===== src/rtl/hs_syn_arb_pkg.sv =====
// Shared types and helpers for the handshake-synchronizer channel scheduler.
package hs_syn_arb_pkg;

    typedef enum logic [2:0] {
        StIdle,
        StLaunch,
        StWaitHi,
        StWaitLo,
        StGuard
    } state_e;

    localparam int unsigned GapW = 2;

    // Index width for a vector of `value` entries; never narrower than one bit.
    function automatic int unsigned clog2(input int unsigned value);
        int unsigned result;
        result = 0;
        while ((64'd1 << result) < 64'(value)) begin
            result++;
        end
        return (result == 0) ? 1 : result;
    endfunction

endpackage


===== src/rtl/hs_syn_arb_rr_arb.sv =====
// Combinational round-robin picker: first pending request at or after rrPtr wins.
module rr_arb
    import hs_syn_arb_pkg::*;
#(
    parameter int unsigned N_REQ = 4,
    parameter int unsigned IDX_W = 2
) (
    input  logic [N_REQ-1:0] req,
    input  logic [IDX_W-1:0] rrPtr,
    output logic [N_REQ-1:0] onehot,
    output logic [IDX_W-1:0] idx,
    output logic             any
);

    always_comb begin
        int unsigned cand;
        logic [N_REQ-1:0] shifted;
        onehot  = '0;
        idx     = '0;
        any     = 1'b0;
        cand    = 0;
        shifted = '0;
        for (int unsigned i = 0; i < N_REQ; i++) begin
            cand    = (32'(rrPtr) + i) % N_REQ;
            shifted = req >> cand;
            if (!any && shifted[0]) begin
                any    = 1'b1;
                idx    = IDX_W'(cand);
                onehot = {{(N_REQ-1){1'b0}}, 1'b1} << cand;
            end
        end
    end

endmodule


===== src/rtl/hs_syn_arb.sv =====
// Sender-domain scheduler sharing one level/pulse handshake synchronizer between N requesters.
module hs_syn_arb
    import hs_syn_arb_pkg::*;
#(
    parameter int unsigned N_REQ = 4,
    parameter int unsigned TMO_W = 8,
    parameter int unsigned GAP   = 1,
    localparam int unsigned IdxW = clog2(N_REQ)
) (
    input  logic             clk,
    input  logic             reset,
    input  logic [N_REQ-1:0] req,
    output logic [N_REQ-1:0] grant,
    output logic [N_REQ-1:0] done,
    output logic [N_REQ-1:0] tmo,
    output logic             hs_in,
    input  logic             hs_busy,
    output logic [IdxW-1:0]  owner_id,
    output logic             active
);

    state_e           stateQ, stateD;
    logic [N_REQ-1:0] grantQ, grantD;
    logic [N_REQ-1:0] doneQ, doneD;
    logic [N_REQ-1:0] tmoQ, tmoD;
    logic             hsInQ, hsInD;
    logic [IdxW-1:0]  ownerQ, ownerD;
    logic [IdxW-1:0]  rrPtrQ, rrPtrD;
    logic [TMO_W-1:0] tmoCntQ, tmoCntD;
    logic [GapW-1:0]  gapCntQ, gapCntD;

    logic [N_REQ-1:0] arbOnehot;
    logic [IdxW-1:0]  arbIdx;
    logic             arbAny;
    logic             tmoHit;

    rr_arb #(
        .N_REQ (N_REQ),
        .IDX_W (IdxW)
    ) uArb (
        .req    (req),
        .rrPtr  (rrPtrQ),
        .onehot (arbOnehot),
        .idx    (arbIdx),
        .any    (arbAny)
    );

    assign tmoHit = (tmoCntQ == {TMO_W{1'b1}});

    always_comb begin
        stateD  = stateQ;
        grantD  = grantQ;
        ownerD  = ownerQ;
        rrPtrD  = rrPtrQ;
        tmoCntD = tmoCntQ;
        gapCntD = gapCntQ;
        doneD   = '0;
        tmoD    = '0;
        unique case (stateQ)
            StIdle: begin
                // A busy channel here is a leftover handshake; never launch over it.
                if (arbAny && !hs_busy) begin
                    grantD = arbOnehot;
                    ownerD = arbIdx;
                    rrPtrD = (arbIdx == IdxW'(N_REQ - 1)) ? '0 : arbIdx + 1'b1;
                    stateD = StLaunch;
                end
            end
            StLaunch: begin
                tmoCntD = '0;
                stateD  = StWaitHi;
            end
            StWaitHi, StWaitLo: begin
                tmoCntD = tmoCntQ + 1'b1;
                if (stateQ == StWaitHi && hs_busy) begin
                    stateD = StWaitLo;
                end else if (stateQ == StWaitLo && !hs_busy) begin
                    doneD  = grantQ;
                    grantD = '0;
                    ownerD = '0;
                    if (GAP == 0) begin
                        stateD = StIdle;
                    end else begin
                        stateD  = StGuard;
                        gapCntD = '0;
                    end
                end else if (tmoHit) begin
                    tmoD   = grantQ;
                    grantD = '0;
                    ownerD = '0;
                    stateD = StIdle;
                end
            end
            StGuard: begin
                if (gapCntQ == GapW'(GAP - 1)) begin
                    stateD = StIdle;
                end else begin
                    gapCntD = gapCntQ + 1'b1;
                end
            end
            default: stateD = StIdle;
        endcase
        hsInD = (stateD == StLaunch);
    end

    always_ff @(posedge clk) begin
        if (reset) begin
            stateQ  <= StIdle;
            grantQ  <= '0;
            doneQ   <= '0;
            tmoQ    <= '0;
            hsInQ   <= 1'b0;
            ownerQ  <= '0;
            rrPtrQ  <= '0;
            tmoCntQ <= '0;
            gapCntQ <= '0;
        end else begin
            stateQ  <= stateD;
            grantQ  <= grantD;
            doneQ   <= doneD;
            tmoQ    <= tmoD;
            hsInQ   <= hsInD;
            ownerQ  <= ownerD;
            rrPtrQ  <= rrPtrD;
            tmoCntQ <= tmoCntD;
            gapCntQ <= gapCntD;
        end
    end

    assign grant    = grantQ;
    assign done     = doneQ;
    assign tmo      = tmoQ;
    assign hs_in    = hsInQ;
    assign owner_id = ownerQ;
    assign active   = (stateQ != StIdle);

endmodule


===== config.mk =====
export PLATFORM = sky130hd
export DESIGN_NAME = hs_syn_arb
export DESIGN_NICKNAME = d
export VERILOG_FILES = /design/src/rtl/hs_syn_arb_pkg.sv /design/src/rtl/hs_syn_arb_rr_arb.sv /design/src/rtl/hs_syn_arb.sv
export SDC_FILE = /design/constraint.sdc
export NUM_CORES = 1
export LEC_CHECK = 0
export CORE_MARGIN = 2
export CORE_UTILIZATION = 40
export CTS_BUF_LIST = sky130_fd_sc_hd__clkbuf_8
export DETAILED_ROUTE_END_ITERATION = 8
export PLACE_DENSITY = 0.65
export SYNTH_ARGS = -nofsm -noshare
export SYNTH_HDL_FRONTEND = slang
export SYNTH_SLANG_ARGS = --single-unit

===== constraint.sdc =====
create_clock -name clk -period 3.9 [get_ports clk]
set_clock_uncertainty 0.1 [all_clocks]
set_input_delay 0.78 -clock clk [delete_from_list [all_inputs] [get_ports clk]]
set_output_delay 0.78 -clock clk [all_outputs]
set_load 0.005 [all_outputs]

==> results.cfg, run 1 <==
; flow metrics
[run_status]
status = completed

[die]
ios = 23
fp.dieW_um = 71.5
initCoreUtil_pct = 41.5
rows = 24
die_area_um2 = 5110
tap_cells = 52

[pwr]
finalPower_uw = 845
maxPowerGroup = registers
clk-power_uw = 250

[synthesis]
synth_warnings = 0
synthTopCellsByCount = 30 x dfxtp_1, 20 x nor2_1, 13 x nand2_1
syn_area_um2 = 1820

[global_routing]
antenna_found_initial = 0
grt_start_max_net_pins = 21

[detailed_routing]
num_vias = 1425
finalWirelength_mm = 3.48
dr.pass1.iters = 4

[sta]
hold_viol = 0
setup_slack_ns = 1.25

[final_layout]
layout.nonclk_buf_share_pct = 10.8
drive_above_1_share_pct = 11.7
buffers = 23
final_cell_mix = 30 x dfxtp_1, 22 x clkdlybuf4s50_1, 20 x nor2_1, 13 x nand2_1
area_delta_synth_final_pct = 15.5
antenna_cells = 0
comb_area_share_pct = 52.3

[clock_network]
insertion_delay_ns = 0.28
cts_resized = 0

[worst_setup_path]
r2r-end = grant[2]$_SDFFE_PP0P_
worst_path_max_delay_cell = clkdlybuf4s50_1
worstPathArrival_ns = 2.77
crit_path_max_fanout = 12
regToRegSetupSlack_ns = 1.26

[place]
place_area_um2 = 2010
post-place-ws_ns = 1.01
gp_congestion = 0.797

[hold_path]
min_path_type = reg2reg
hold_start = owner_id[1]$_SDFFE_PP0P_
whs_path_depth = 1

[flow_run]
maxCapViolCount = 0
[run 1: flip-flops by register name (all words and copies together) (netlist names), named ones only]
name and cells:
owner_id 2, grant 4, tmoCntQ 8, hs_in 1
rrPtrQ 1, stateQ 3, gapCntQ 2, tmo 4
done 4
[run 1: worst max-delay path by stage]
| stage | depth (start not counted) | slack [ns] | startpoint | endpoint |
|---|---|---|---|---|
| 2_1_floorplan | 9 | 1.45 | register | grant[3]$_SDFFE_PP0P_ |
| 3_3_place_gp | 6 | 0.98 | req[3] | owner_id[0]$_SDFFE_PP0P_ |
| 3_5_place_dp | 6 | 1.01 | req[3] | rrPtrQ[1]$_SDFFE_PP0P_ |
| 4_1_cts | 7 | 1.23 | rrPtrQ[1]$_SDFFE_PP0P_ | rrPtrQ[1]$_SDFFE_PP0P_ |
| 5_1_grt | 7 | 1.04 | rrPtrQ[1]$_SDFFE_PP0P_ | rrPtrQ[1]$_SDFFE_PP0P_ |
| 6_report | 6 | 1.25 | req[3] | owner_id[0]$_SDFFE_PP0P_ |
[run 1: cells by family after synthesis]
kind of cell | count (synthesis) | synth area share, %
compound gates | 46 | 20.5
xor+xnor | 1 | 0.481
fa+ha+maj | 10 | 6.74
buf+inv | 19 | 6.60
flops | 30 | 33.0
mux | 8 | 6.60
simple gates | 83 | 26.0
[run 1: metal layers]
metal / wire (µm) / part of all wire, % / GRT usage [%] / vias to the layer above
met5: 0 / 0 / 0 / -
met4: 71 / 2.0 / 6.92 / 0
met3: 169 / 4.9 / 4.08 / 7
met2: 1460 / 42 / 21.6 / 32
met1: 1780 / 51 / 19.7 / 637
li1: - / - / - / 749
[run 1: worst max-delay path: cells and delay by family]
kind	cells	cell delay (ns)
buffers and inverters	1	0.58
AND-OR/OR-AND	3	0.63
AND/OR/NAND/NOR	2	0.78
Fig. 1: run 1, drive-strength map
Bar = 20 µm.
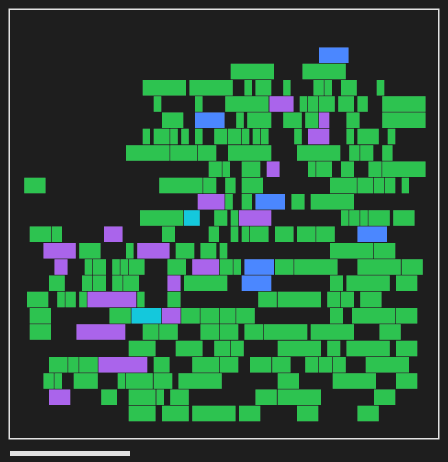
Key: green = drive 1 or less [cells 189, share 88%, most used dfxtp_1]; cyan = drive 3 to 4 [cells 2, share 0.93%]; blue = drive 6 and up [cells 6, share 2.8%, most used clkbuf_8]; purple = drive 2 [cells 17, share 7.9%, most used mux4_2]

Fig. 2: run 1, where the registers sit
Bar = 20 µm.
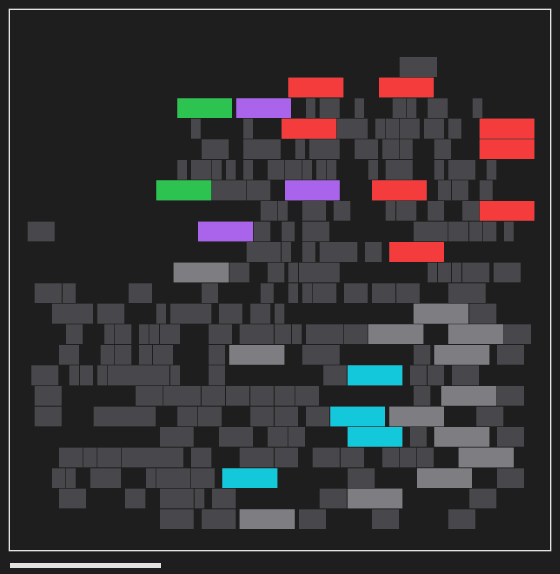
Key: cyan = grant [placed flops 4]; red = tmoCntQ [placed flops 8]; purple = stateQ [placed flops 3]; green = gapCntQ [placed flops 2]
Another 13 sequential cells are not coloured.
P_seq: 348 µW
Post-Route Utilization: 48.0%

Fig. 3: run 1, cell placement
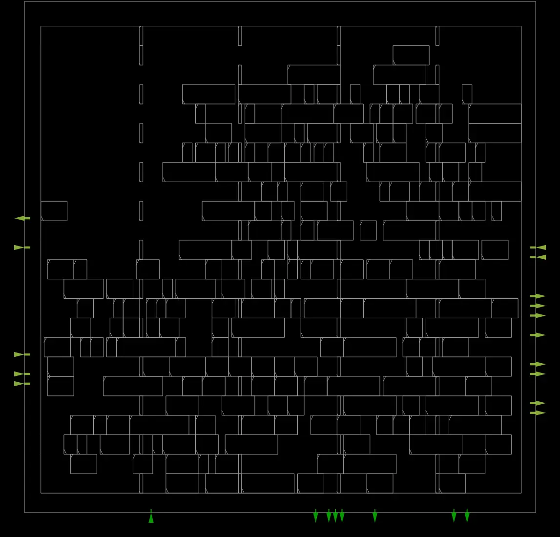
Seq/total area: 28.6%
FILL cells: 427

Fig. 4: run 1, signal metal coverage by tile
14 x 14 tiles, from dark blue (low) to red (high), scaled to the fullest tile. Values are wire area over tile area, all layers added.
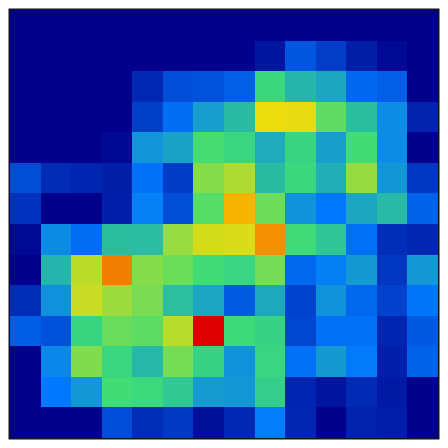
16% of the tiles are over half the peak. The emptiest ninth of the die: upper left. The fullest tile reaches 0.43. The densest ninth of the die: centre.

--- run 2 (diff from run 1) ---
==> constraint.sdc (replaced) <==
create_clock -name clk -period 2.5 [get_ports clk]
set_clock_uncertainty 0.1 [all_clocks]
set_input_delay 0.5 -clock clk [delete_from_list [all_inputs] [get_ports clk]]
set_output_delay 0.5 -clock clk [all_outputs]
set_load 0.005 [all_outputs]
Fig. 5: run 2, cell placement
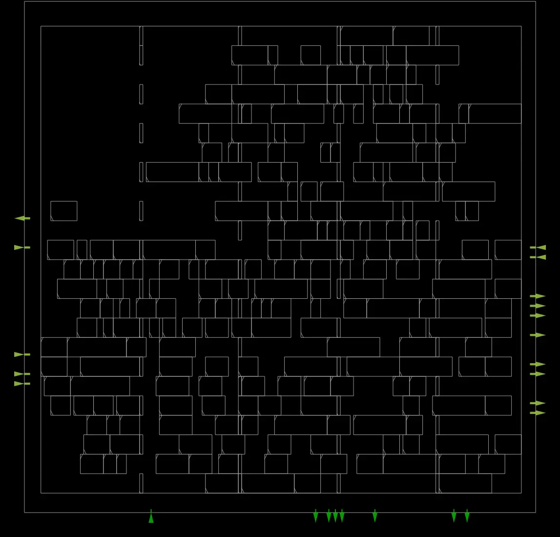
Seq/total area: 27.0%
seq_cells: 30
num rows: 24
FILL cells: 417

Fig. 6: run 2, where the registers sit
Bar = 20 µm.
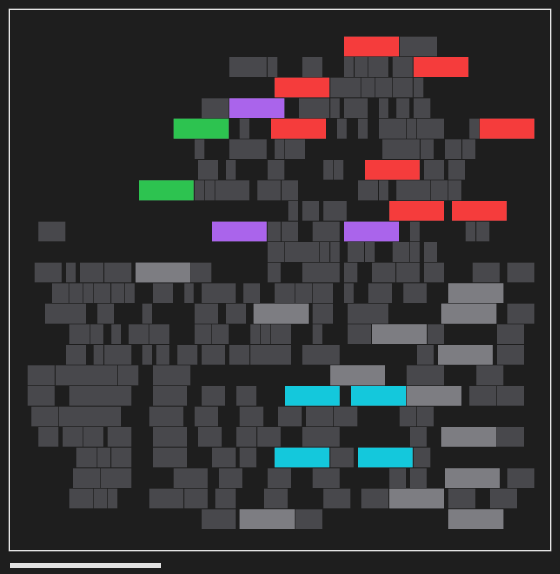
Key: red = tmoCntQ [placed flops 8]; green = gapCntQ [placed flops 2]; cyan = grant [placed flops 4]; purple = stateQ [placed flops 3]

Fig. 7: run 2, drive-strength map
Bar = 20 µm.
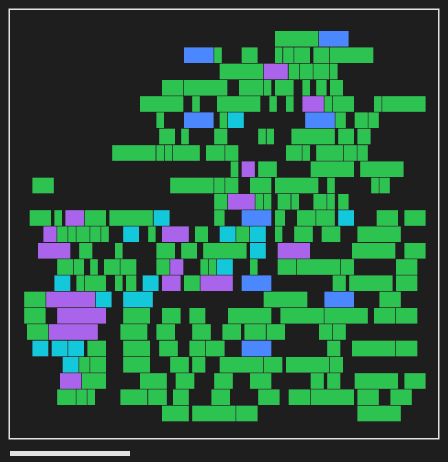
Key: green = drive 1 or less [cells 188, share 82%, most used dfxtp_1]; purple = drive 2 [cells 16, share 7.0%, most used mux4_2]; cyan = drive 3 to 4 [cells 16, share 7.0%, most used buf_4]; blue = drive 6 and up [cells 8, share 3.5%, most used clkbuf_8]

==> run 2 against run 1 <==
Non-clock buffer count rose by 14. Largest power group unchanged. Register-to-register slack got worse by 1.1 ns. Via count is 6.0% higher. Critical path type is now reg2reg.
==> results.cfg, run 2 <==
; flow metrics
[run_status]
status = completed

[global_routing]
busiest_layer = met2
gr-usage-met2_pct = 23.6
antenna_found_initial = 0

[detailed_routing]
wl_met3_um = 112
wl_met1_mm = 1.88
num_vias = 1511

[clock_network]
insertion_delay_ns = 0.28

[sta]
hold_viol = 0

[hold_path]
hold_start = owner_id[0]$_SDFFE_PP0P_
whs_path_depth = 1

[die]
fp.dieW_um = 71.5
initCoreUtil_pct = 41.5

[synthesis]
synth_warnings = 0
adder_share_pct = 6.74
synthTopCellsByCount = 30 x dfxtp_1, 20 x nor2_1, 13 x nand2_1
synth.cellmix.simpleShare_pct = 26.0

[place]
gp_congestion = 0.771
place_area_um2 = 2120

[final_layout]
drive_above_1_share_pct = 17.5

[pwr]
clk-power_uw = 453
maxPowerGroup = registers
seq-power_uw = 535

[worst_setup_path]
worst-path-buf-inv = 1
worst_path_max_delay_cell = ha_1

[flow_run]
maxCapViolCount = 0
-- run 2: cell types whose count changed in the layout (fill, tap and decap cells not counted) --
cell      previous run  this run
buf_4                1        15
clkbuf_8             6         8
clkinv_2             1         0
inv_1                6         5
-- run 2: worst max-delay path by stage --
stage,from,end,slack (ns),cells past startpoint
2_1_floorplan,register,grant[3]$_SDFFE_PP0P_,0.05,9
3_3_place_gp,req[0],grant[3]$_SDFFE_PP0P_,-0.01,7
3_5_place_dp,req[0],grant[2]$_SDFFE_PP0P_,-0.04,5
5_1_grt,register,register,0.002,6
6_report,register,rrPtrQ[1]$_SDFFE_PP0P_,0.19,7
4_1_cts,register,grant[2]$_SDFFE_PP0P_,0.18,6
-- run 2: logic make-up (layout without fill, tap and decap cells) --
group | count (synthesis) | after routing
multiplexers | 8 | 8
AND/OR/NAND/NOR | 83 | 83
buffers and inverters | 19 | 50
XOR/XNOR | 1 | 1
AND-OR/OR-AND | 46 | 46
adder cells (fa/ha/maj) | 10 | 10
flip-flops | 30 | 30
-- run 2: cell type report --
class                   instances  area (µm²)  share of cell area, %
multi-input cells             148        1100                   49.4
flip-flops and latches         30         601                   27.0
repair buffers                 37         333                   14.9
clock buffers                   8         110                   4.94
well taps                      52        65.1                   2.92
inverters                       5        18.8                  0.843
-- run 2: through the flow --
stage / instances / total power [mW] / worst slack [ns] / hold WS [ns]
3_5_place_dp: 272 / 0.968 / -0.0382 / 0.366
2_1_floorplan: 197 / 0.851 / 0.0536 / 0.365
6_report: 280 / 1.41 / 0.187 / 0.377
5_1_grt: 280 / 1.50 / 0.00246 / 0.405
4_1_cts: 280 / 1.43 / 0.181 / 0.385
3_3_place_gp: 272 / 0.964 / -0.0119 / 0.362
Power is estimated from default activity; no workload was simulated.
